File: src/rtl/param_conv_engine_if.sv
// Handshake and data bus of param_conv_engine: start/image/kernel in, results and status out.
interface param_conv_engine_if #(
    parameter int DATA_W = 8,
    parameter int IMG_N  = 4,
    parameter int KER_K  = 3
);
    localparam int RW = (IMG_N > 1) ? $clog2(IMG_N) : 1;

    logic                             start;
    logic [IMG_N*IMG_N*DATA_W-1:0]    img;
    logic [KER_K*KER_K*DATA_W-1:0]    ker;
    logic                             busy;
    logic                             out_valid;
    logic [DATA_W-1:0]                out_data;
    logic [RW-1:0]                    out_row;
    logic [RW-1:0]                    out_col;
    logic                             done;

    modport slave (
        input  start, img, ker,
        output busy, out_valid, out_data, out_row, out_col, done
    );

    modport master (
        output start, img, ker,
        input  busy, out_valid, out_data, out_row, out_col, done
    );
endinterface

File: src/rtl/param_conv_engine.sv
// Sequential 2-D true convolution with one shared multiplier (IDLE/MAC/EMIT/DONE).
// Define CONV_SAT_EN to clamp results at 2^DATA_W-1 instead of truncating.
module param_conv_engine #(
    parameter int DATA_W = 8,
    parameter int IMG_N  = 4,
    parameter int KER_K  = 3,
    parameter int ACC_W  = 20
) (
    input  logic               clk,
    input  logic               rst,
    param_conv_engine_if.slave bus
);
    localparam int M  = IMG_N - KER_K + 1;
    localparam int KW = (KER_K > 1) ? $clog2(KER_K) : 1;
    localparam int RW = (IMG_N > 1) ? $clog2(IMG_N) : 1;
    localparam int PW = 2 * DATA_W;

    typedef enum logic [1:0] {S_IDLE, S_MAC, S_EMIT, S_DONE} state_t;

    state_t                        r_state;
    state_t                        w_next;
    logic [IMG_N*IMG_N*DATA_W-1:0] r_img;
    logic [KER_K*KER_K*DATA_W-1:0] r_ker;
    logic [ACC_W-1:0]              r_acc;
    logic [KW-1:0]                 r_p;
    logic [KW-1:0]                 r_q;
    logic [RW-1:0]                 r_row;
    logic [RW-1:0]                 r_col;
    logic [DATA_W-1:0]             r_out_data;
    logic [RW-1:0]                 r_out_row;
    logic [RW-1:0]                 r_out_col;

    logic [31:0]                   w_img_idx;
    logic [31:0]                   w_ker_idx;
    logic [DATA_W-1:0]             w_pix;
    logic [DATA_W-1:0]             w_wgt;
    logic [PW-1:0]                 w_prod;
    logic [ACC_W-1:0]              w_sum;
    logic [DATA_W-1:0]             w_res;
    logic                          w_last_term;
    logic                          w_last_out;

    // Kernel is read flipped in both axes to give true convolution.
    always_comb begin
        w_img_idx = ((32'(r_row) + 32'(r_p)) * 32'(IMG_N) + 32'(r_col) + 32'(r_q)) * 32'(DATA_W);
        w_ker_idx = ((32'(KER_K - 1) - 32'(r_p)) * 32'(KER_K) + 32'(KER_K - 1) - 32'(r_q)) * 32'(DATA_W);
        w_pix     = r_img[w_img_idx +: DATA_W];
        w_wgt     = r_ker[w_ker_idx +: DATA_W];
        w_prod    = PW'(w_pix) * PW'(w_wgt);
        w_sum     = r_acc + ACC_W'(w_prod);
        w_last_term = (r_p == KW'(KER_K - 1)) && (r_q == KW'(KER_K - 1));
        w_last_out  = (r_row == RW'(M - 1)) && (r_col == RW'(M - 1));
    end

`ifdef CONV_SAT_EN
    always_comb begin
        w_res = (|w_sum[ACC_W-1:DATA_W]) ? '1 : w_sum[DATA_W-1:0];
    end
`else
    always_comb begin
        w_res = w_sum[DATA_W-1:0];
    end
`endif

    always_ff @(posedge clk or posedge rst) begin
        if (rst) begin
            r_state <= S_IDLE;
        end else begin
            r_state <= w_next;
        end
    end

    always_comb begin
        w_next = r_state;
        case (r_state)
            S_IDLE:  if (bus.start) w_next = S_MAC;
            S_MAC:   if (w_last_term) w_next = S_EMIT;
            S_EMIT:  w_next = w_last_out ? S_DONE : S_MAC;
            S_DONE:  w_next = S_IDLE;
            default: w_next = S_IDLE;
        endcase
    end

    always_comb begin
        bus.busy      = (r_state != S_IDLE);
        bus.out_valid = (r_state == S_EMIT);
        bus.done      = (r_state == S_DONE);
        bus.out_data  = r_out_data;
        bus.out_row   = r_out_row;
        bus.out_col   = r_out_col;
    end

    // Result and coordinates are registered on the last MAC edge so they hold between strobes.
    always_ff @(posedge clk or posedge rst) begin
        if (rst) begin
            r_img      <= '0;
            r_ker      <= '0;
            r_acc      <= '0;
            r_p        <= '0;
            r_q        <= '0;
            r_row      <= '0;
            r_col      <= '0;
            r_out_data <= '0;
            r_out_row  <= '0;
            r_out_col  <= '0;
        end else begin
            case (r_state)
                S_IDLE: begin
                    if (bus.start) begin
                        r_img <= bus.img;
                        r_ker <= bus.ker;
                        r_acc <= '0;
                        r_p   <= '0;
                        r_q   <= '0;
                        r_row <= '0;
                        r_col <= '0;
                    end
                end
                S_MAC: begin
                    r_acc <= w_sum;
                    if (w_last_term) begin
                        r_p        <= '0;
                        r_q        <= '0;
                        r_out_data <= w_res;
                        r_out_row  <= r_row;
                        r_out_col  <= r_col;
                    end else if (r_q == KW'(KER_K - 1)) begin
                        r_q <= '0;
                        r_p <= r_p + KW'(1);
                    end else begin
                        r_q <= r_q + KW'(1);
                    end
                end
                S_EMIT: begin
                    r_acc <= '0;
                    if (r_col == RW'(M - 1)) begin
                        r_col <= '0;
                        r_row <= r_row + RW'(1);
                    end else begin
                        r_col <= r_col + RW'(1);
                    end
                end
                default: ;
            endcase
        end
    end
endmodule

File: src/flat_wrapper.sv
// flat-port wrapper written by rule: the top's interface ports become plain ports
module param_conv_engine_flat 
#(
    parameter int DATA_W = 8,
    parameter int IMG_N  = 4,
    parameter int KER_K  = 3,
    parameter int ACC_W  = 20
)
  (clk, rst, bus_start, bus_img, bus_ker, bus_busy, bus_out_valid, bus_out_data, bus_out_row, bus_out_col, bus_done);
  param_conv_engine_if #(.DATA_W(DATA_W), .IMG_N(IMG_N), .KER_K(KER_K)) bus_i ();
  input  logic clk;
  input  logic rst;
  input wire logic [$bits(bus_i.start)-1:0] bus_start;
  input wire logic [$bits(bus_i.img)-1:0] bus_img;
  input wire logic [$bits(bus_i.ker)-1:0] bus_ker;
  output wire logic [$bits(bus_i.busy)-1:0] bus_busy;
  output wire logic [$bits(bus_i.out_valid)-1:0] bus_out_valid;
  output wire logic [$bits(bus_i.out_data)-1:0] bus_out_data;
  output wire logic [$bits(bus_i.out_row)-1:0] bus_out_row;
  output wire logic [$bits(bus_i.out_col)-1:0] bus_out_col;
  output wire logic [$bits(bus_i.done)-1:0] bus_done;
  assign bus_i.start = bus_start;
  assign bus_i.img = bus_img;
  assign bus_i.ker = bus_ker;
  assign bus_busy = bus_i.busy;
  assign bus_out_valid = bus_i.out_valid;
  assign bus_out_data = bus_i.out_data;
  assign bus_out_row = bus_i.out_row;
  assign bus_out_col = bus_i.out_col;
  assign bus_done = bus_i.done;
  param_conv_engine #(.DATA_W(DATA_W), .IMG_N(IMG_N), .KER_K(KER_K), .ACC_W(ACC_W)) u_core (.clk(clk), .rst(rst), .bus(bus_i));
endmodule
File: config.mk
export PLATFORM = sky130hd
export DESIGN_NAME = param_conv_engine_flat
export DESIGN_NICKNAME = d
export VERILOG_FILES = /design/src/rtl/param_conv_engine_if.sv /design/src/rtl/param_conv_engine.sv /design/src/flat_wrapper.sv
export SDC_FILE = /design/constraint.sdc
export NUM_CORES = 1
export LEC_CHECK = 0
export CAP_MARGIN = 20
export CORE_ASPECT_RATIO = 1.2
export CORE_MARGIN = 2
export CORE_UTILIZATION = 45
export DETAILED_ROUTE_END_ITERATION = 8
export PLACE_DENSITY_LB_ADDON = 0.25
export SYNTH_ARGS = -nofsm -noshare
export SYNTH_HDL_FRONTEND = slang
export SYNTH_SLANG_ARGS = --single-unit
File: constraint.sdc
create_clock -name clk -period 10.8 [get_ports clk]
set_input_delay 2.16 -clock clk [delete_from_list [all_inputs] [get_ports clk]]
set_output_delay 2.16 -clock clk [all_outputs]
set_load 0.005 [all_outputs]
==> reports/metrics.yaml, run 1 <==
status: "complete, no violations"
place_ws_ns: 3.295
fin_crit_sh_pct: 70.05
area_dominant_class: "registers"
placementRows: 65
ys_cells: 1244
rrSetupSlack_ns: 3.24
hold_path_depth: 2
period_needed_ns: 7.565
lay_top_count: "nand2_1"
async_flop_share_pct: 100.0
hold_class: "flip-flop to flip-flop"
ant_nets: 0
comb_area_share_pct: 37.54
gr-usage-all-layers_pct: 22.05
avgSynthCellArea_um2: 9.535
buf_share_pct: 15.03
yosys_warnings: 0
nets: 1693
rsz0062_at_grt: "false"
die_x_um: 152.2
regArea_mm2: 0.005756
yosysMostFrequentCell: "nand2_1"
final_cell_mix: "629 x nand2_1, 230 x dfrtp_1, 217 x clkdlybuf4s50_1"
min_to: "u_core.r_img[44]"
clk_pin_slew_worst_paths_ns: 0.06
worst-path-buf-inv: 6
final-setup-viol-count: 0
flop_cell: "dfrtp_1"
die_area_mm2: 0.02768
overflow: 0
drc_errors: 0
gr-max-usage-layer: "met2"
netlist_logic_family_top: "simple AND/OR/NAND/NOR gates"
warnings: 34
cp_slowest_cell: "xor2_1"
seq_area_share_pct: 38.16
synth_seq_share_pct: 48.52
yosysChipArea_mm2: 0.01186
drt_iter0_drc: 508
n_all_inverters: 50
tns_ns: 0
ios: 218
yosys.area.top_type_share_pct: 48.52
final_hold_viol_count: 0
synthCells: 1244
fp_util_pct: 45.43
endpoint_kind: "flip-flop"
layout_setup_ws_ns: 3.235
logic_area_mm2: 0.005662
crit_required_ns: 11.24
grt_pass1_wl_um: 48760
crit_type: "flip-flop to flip-flop"
fmax_mhz: 132.2
tightestPinTransition_ns: 1.047
highest_layer: "met4"
post_cts_resized: 0
common_cells: "630 x nand2_1, 230 x dfrtp_1, 50 x inv_1"
aoi_share_pct: 3.217
port_buffers: 217
antenna_found_initial: 1
met3WireLength_um: 1340
simple_gate_share_pct: 22.88
cp.depth: 26
reg2reg_depth: 26
r2r-end: "u_core.bus.out_data[7]"
area_growth_pct: 27.15
dpl-instance-area_mm2: 0.01427
fillCellCount: 2284
die_h_um: 181.9
gr-usage-met3_pct: 2.936
netlist_area_mm2: 0.01186
place_congestion: 0.8866
synth-edff-count: 0
min-delay-start: "u_core.r_img[44]"
cts.sinks: 230
n_antenna_cell: 1
grt_use_met2_pct: 38.94
place_inst: 1744
run 1: registers in the layout (all words and copies together), names as in the netlist:
register and count:
u_core.r_p 2, u_core.bus.out_data 8, u_core.bus.out_row 2, u_core.bus.out_col 2, u_core.r_acc 8, u_core.r_state 2, u_core.r_row 2, u_core.r_img 128
u_core.r_q 2, u_core.r_ker 72, u_core.r_col 2
run 1: tightest hold or removal path, delay by kind of cell, from the launching register on:
kind,cells,cell delay [ns]
flip-flops,1,0.33
AND/OR/NAND/NOR,2,0.10
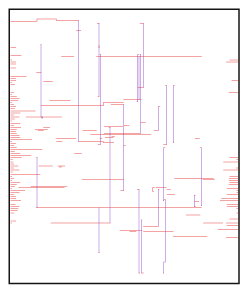
Figure 1: run 1, routed metal, one color a layer.
Scale: 1.5 px per µm. Two of the layers only.
[red] metal 3 | wire length: 1340 µm
[purple] metal 4 | wire length: 919 µm
routed wire length per instance: 16.95 µm
Vias: 9119
WL final: 30320 µm

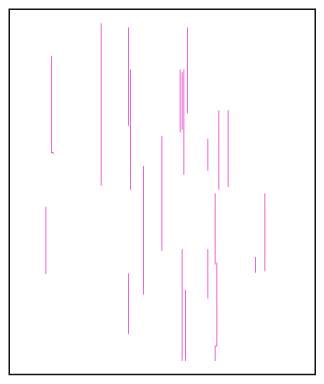
Figure 2: run 1, metal 4.
Scale: 2 px per µm.
longest straight run: 80.9 µm
wire length on this layer: 919 µm
share of all routed wire: 3.0%

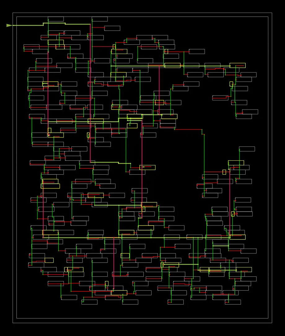
Figure 3: run 1, the clock network.
Latency at later pin: 0.54 ns
total CTS buffers: 24

## Run 2: what changed since run 1
Clock period 10.8 ns to 6.3 ns, I/O delays scaled along.
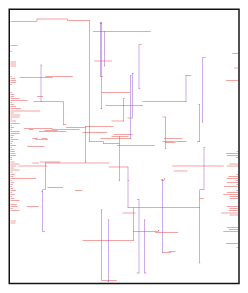
Figure 4: run 2, routed metal, one color a layer.
Scale: 1.5 px per µm. Two of the layers only.
[red] metal 3 | wire length: 1250 µm
[purple] metal 4 | wire length: 908 µm
routed wire length per instance: 16.48 µm
Vias: 9331
GRT Util Overall: 22.09%
WL final: 30320 µm

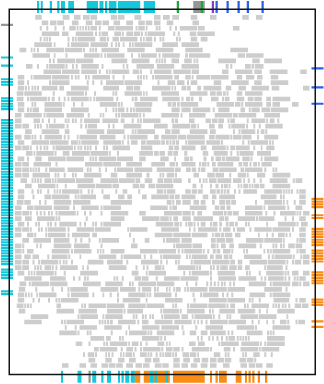
Figure 5: run 2, pin map.
Scale: 2 px per µm. Pins as bars across the die edge, other pins in gray.
[green] `bus_out_col` | pins: 2 | direction: output | edge: top
[purple] `bus_done` | pins: 1 | direction: output | edge: top
[blue] `bus_out_data` | pins: 8 | direction: output | edge: 5 top, 3 right
[cyan] `bus_img` | pins: 128 | direction: input | edge: 70 left, 40 top, 18 bottom
[orange] `bus_ker` | pins: 72 | direction: input | edge: 44 bottom, 28 right
all pins by edge: 71 left, 63 bottom, 53 top, 31 right
I/O Buffers: 217
die width: 152.2 µm
die height: 181.9 µm

==> run 2 against run 1 <==
Compared with the run above:
- the run now ends with negative setup slack left
- core utilization is 2.9 points higher
- flip-flop count did not move
- fmax increased by 17%
- via count rose by 2.3%
- final area up 5.1%
==> reports/metrics.yaml, run 2 <==
status: "finished, violations left"
violations: "negative setup slack"
gr-max-usage-layer: "met2"
yosysMostFrequentCell: "nand2_1"
flop_cell: "dfrtp_1"
r2r-end: "u_core.bus.out_data[7]"
highest_layer: "met4"
rsz0062_at_grt: "true"
min-delay-start: "u_core.r_img[4]"
fin_crit_sh_pct: 103.0  # +33 points
area_growth_pct: 33.58
crit_type: "flip-flop to flip-flop"
ios: 218  # unchanged
largest_reg_flops: 128  # unchanged
antenna_found_initial: 2  # +1
tns_ns: -0.3539  # -0.3539 ns
top_regs: "u_core.r_img: 128 flops, u_core.r_ker: 72 flops"
netlist_logic_family_top: "simple AND/OR/NAND/NOR gates"
placementRows: 65  # unchanged
yosys_warnings: 0  # unchanged
common_cells: "630 x nand2_1, 230 x dfrtp_1, 50 x inv_1"
clk_pin_slew_worst_paths_ns: 0.06  # about the same
place_congestion: 0.8719  # -1.7%
synth-edff-count: 0  # unchanged
drc_errors: 0  # unchanged
final-setup-viol-count: 2  # +2
cp_slowest_cell: "fa_1"
async_flop_share_pct: 100.0  # unchanged
top_register: "u_core.r_img"
drt_iter0_drc: 559  # +10%
yosysChipArea_mm2: 0.01186  # unchanged
place_ws_ns: -0.2699  # -3.565 ns
fp_util_pct: 45.43  # unchanged
hold_class: "flip-flop to flip-flop"
met3WireLength_um: 1248  # -6.9%
layout_setup_ws_ns: -0.1917  # -3.427 ns
warnings: 39  # +15%
simple_gate_share_pct: 22.88  # unchanged
cp.depth: 30  # +15%
min_to: "u_core.r_img[4]"
rrSetupSlack_ns: -0.19  # -3.43 ns
worst-path-buf-inv: 7  # +1
cts_buffers: 24  # unchanged
synth_seq_share_pct: 48.52  # unchanged
hold_path_depth: 2  # unchanged
gr-usage-met3_pct: 2.649  # -0.29 points
fmax_mhz: 154.0  # +17%
reg2reg_depth: 30  # +15%
place_inst: 1788  # +2.5%
ant_nets: 0  # unchanged
yosys.area.top_type_share_pct: 48.52  # unchanged
die_area_mm2: 0.02768  # unchanged
post_cts_resized: 10  # +10
final_hold_viol_count: 0  # unchanged
## run 2: cell types whose count changed in the layout (fill, tap and decap cells not counted), moves of 4 or more
cell / delta
clkinv_2: -4
inv_2: +11
nand2_2: +5
fa_2: +4
inv_1: -11
fa_1: -4
buf_4: +39
nor2_1: -4
ha_4: +9
nand2_1: -5
buf_6: +4
ha_1: -11
buf_12: +9
## run 2: tightest hold or removal path: stages (launching register included)
cell and delay, ns:
dfrtp_1 0.34, nand2_1 0.05, nand2_1 0.05
## run 2: final cells by class
type / count / area (µm²)
inverter: 50 / 191.4
sequential: 230 / 5756
tap: 335 / 419.2
antenna: 2 / 5.005
clock inverter: 8 / 95.09
timing repair buffer: 278 / 2758
fill: 2208 / 10260
multi-input combinational: 903 / 5921
clock buffer: 34 / 699.4
## Run 3: what changed since run 2
Settings changed: ABC_AREA set to 1.
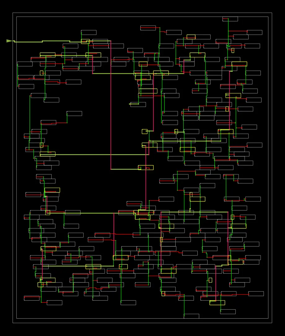
Figure 6: run 3, the clock network.
Flops: 230
total clock sinks: 230
total CTS buffers: 25
# clk buffers: 32

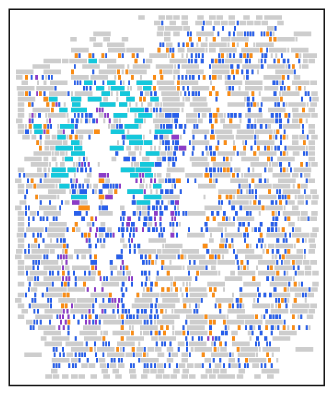
Figure 7: run 3, gate families picked out.
Scale: 2 px per µm.
[cyan] adder and majority cells | cells: 54 | most used: ha_1
[blue] NAND gates | cells: 758 | most used: nand2_1 | where: spread over the die
[purple] NOR gates | cells: 90 | most used: nor2_1
[orange] inverting AOI/OAI gates | cells: 225 | most used: o21ai_0 | where: spread over the die
Comb/total area: 34.79%
most used logic cell in the final layout: nand2_1
Final Non-Filler Cells: 2318

==> run 3 against run 2 <==
Compared with the run above:
- the flow still finishes with violations (negative setup slack)
- worst setup slack better by 0.13 ns
- sequential share of layout area decreased by 1.4 points
==> reports/metrics.yaml, run 3 <==
status: "finished, violations left"
violations: "negative setup slack"
drt_wl_total_um: 35070  # +16%
seq_area_share_pct: 34.90  # -1.4 points
die_x_um: 156.8  # +3.0%
yosys.area.top_type_share_pct: 45.65  # -2.9 points
hold_class: "flip-flop to flip-flop"
common_cells: "589 x nand2_1, 230 x dfrtp_1, 230 x inv_1"
yosys_warnings: 0  # unchanged
die_h_um: 187.4  # +3.0%
rrSetupSlack_ns: -0.06  # +0.13 ns
drt_iter0_drc: 605  # +8.2%
fp_util_pct: 45.43  # about the same
yosysMostFrequentCell: "nand2_1"
buffers: 293  # +5.4%
post_cts_resized: 37  # +27
worst-path-buf-inv: 10  # +3
detail_route.wl_per_cell_um: 15.13  # -8.2%
placementRows: 67  # +3.1%
ios: 218  # unchanged
largest_reg_flops: 128  # unchanged
netlist_logic_family_top: "simple AND/OR/NAND/NOR gates"
min-delay-start: "u_core.r_img[126]"
fin_crit_sh_pct: 101.0  # -2.0 points
gr-max-usage-layer: "met2"
gr-usage-met3_pct: 2.827  # +0.18 points
top_regs: "u_core.r_img: 128 flops, u_core.r_ker: 72 flops"
grt_use_met2_pct: 40.91
synth_seq_share_pct: 45.65  # -2.9 points
n_antenna_cell: 0  # -2
die_area_mm2: 0.02938  # +6.1%
r2r-end: "u_core.r_acc[7]"
area_dominant_class: "registers"
regArea_mm2: 0.005756  # unchanged
cp.depth: 40  # +33%
place_ws_ns: -0.3427  # -0.07287 ns
final-setup-viol-count: 2  # unchanged
port_buffers: 217  # unchanged
area_growth_pct: 30.82
rsz0062_at_grt: "true"
logic_area_mm2: 0.005738  # -3.1%
n_all_inverters: 238  # +380%
top_register: "u_core.r_img"
overflow: 0
layout_setup_ws_ns: -0.06375  # +0.1280 ns
yosysChipArea_mm2: 0.01261  # +6.3%
simple_gate_share_pct: 27.43  # +4.6 points
reg2reg_from: "u_core.r_p[0]"
gr-usage-all-layers_pct: 23.96  # +1.9 points
async_flop_share_pct: 100.0  # unchanged
place_inst: 2255  # +26%
hold_path_depth: 2  # unchanged
cp_slowest_cell: "fa_2"
fmax_mhz: 157.1  # +2.0%
clock_area_share_pct: 4.818  # -0.20 points
ant_nets: 0  # unchanged
reg2reg_depth: 40  # +33%
warnings: 36  # -7.7%
antenna_found_initial: 0  # -2
highest_layer: "met4"
clk_pin_slew_worst_paths_ns: 0.06  # about the same
-- run 3: netlist changes by cell type in the layout (fill, tap and decap cells not counted), moves of 49 or more --
cell | before | now
inv_1 | 38 | 213
mux4_2 | 49 | 0
nand2_1 | 624 | 574
nand3_1 | 12 | 138
nor2_1 | 21 | 78
o21ai_0 | 7 | 189
-- run 3: cells by family after synthesis --
kind of cell             count (synthesis)
AND/OR/NAND/NOR                        848
XOR/XNOR                                 5
flip-flops                             230
adder cells (fa/ha/maj)                 54
AND-OR/OR-AND                          225
buffers and inverters                  320
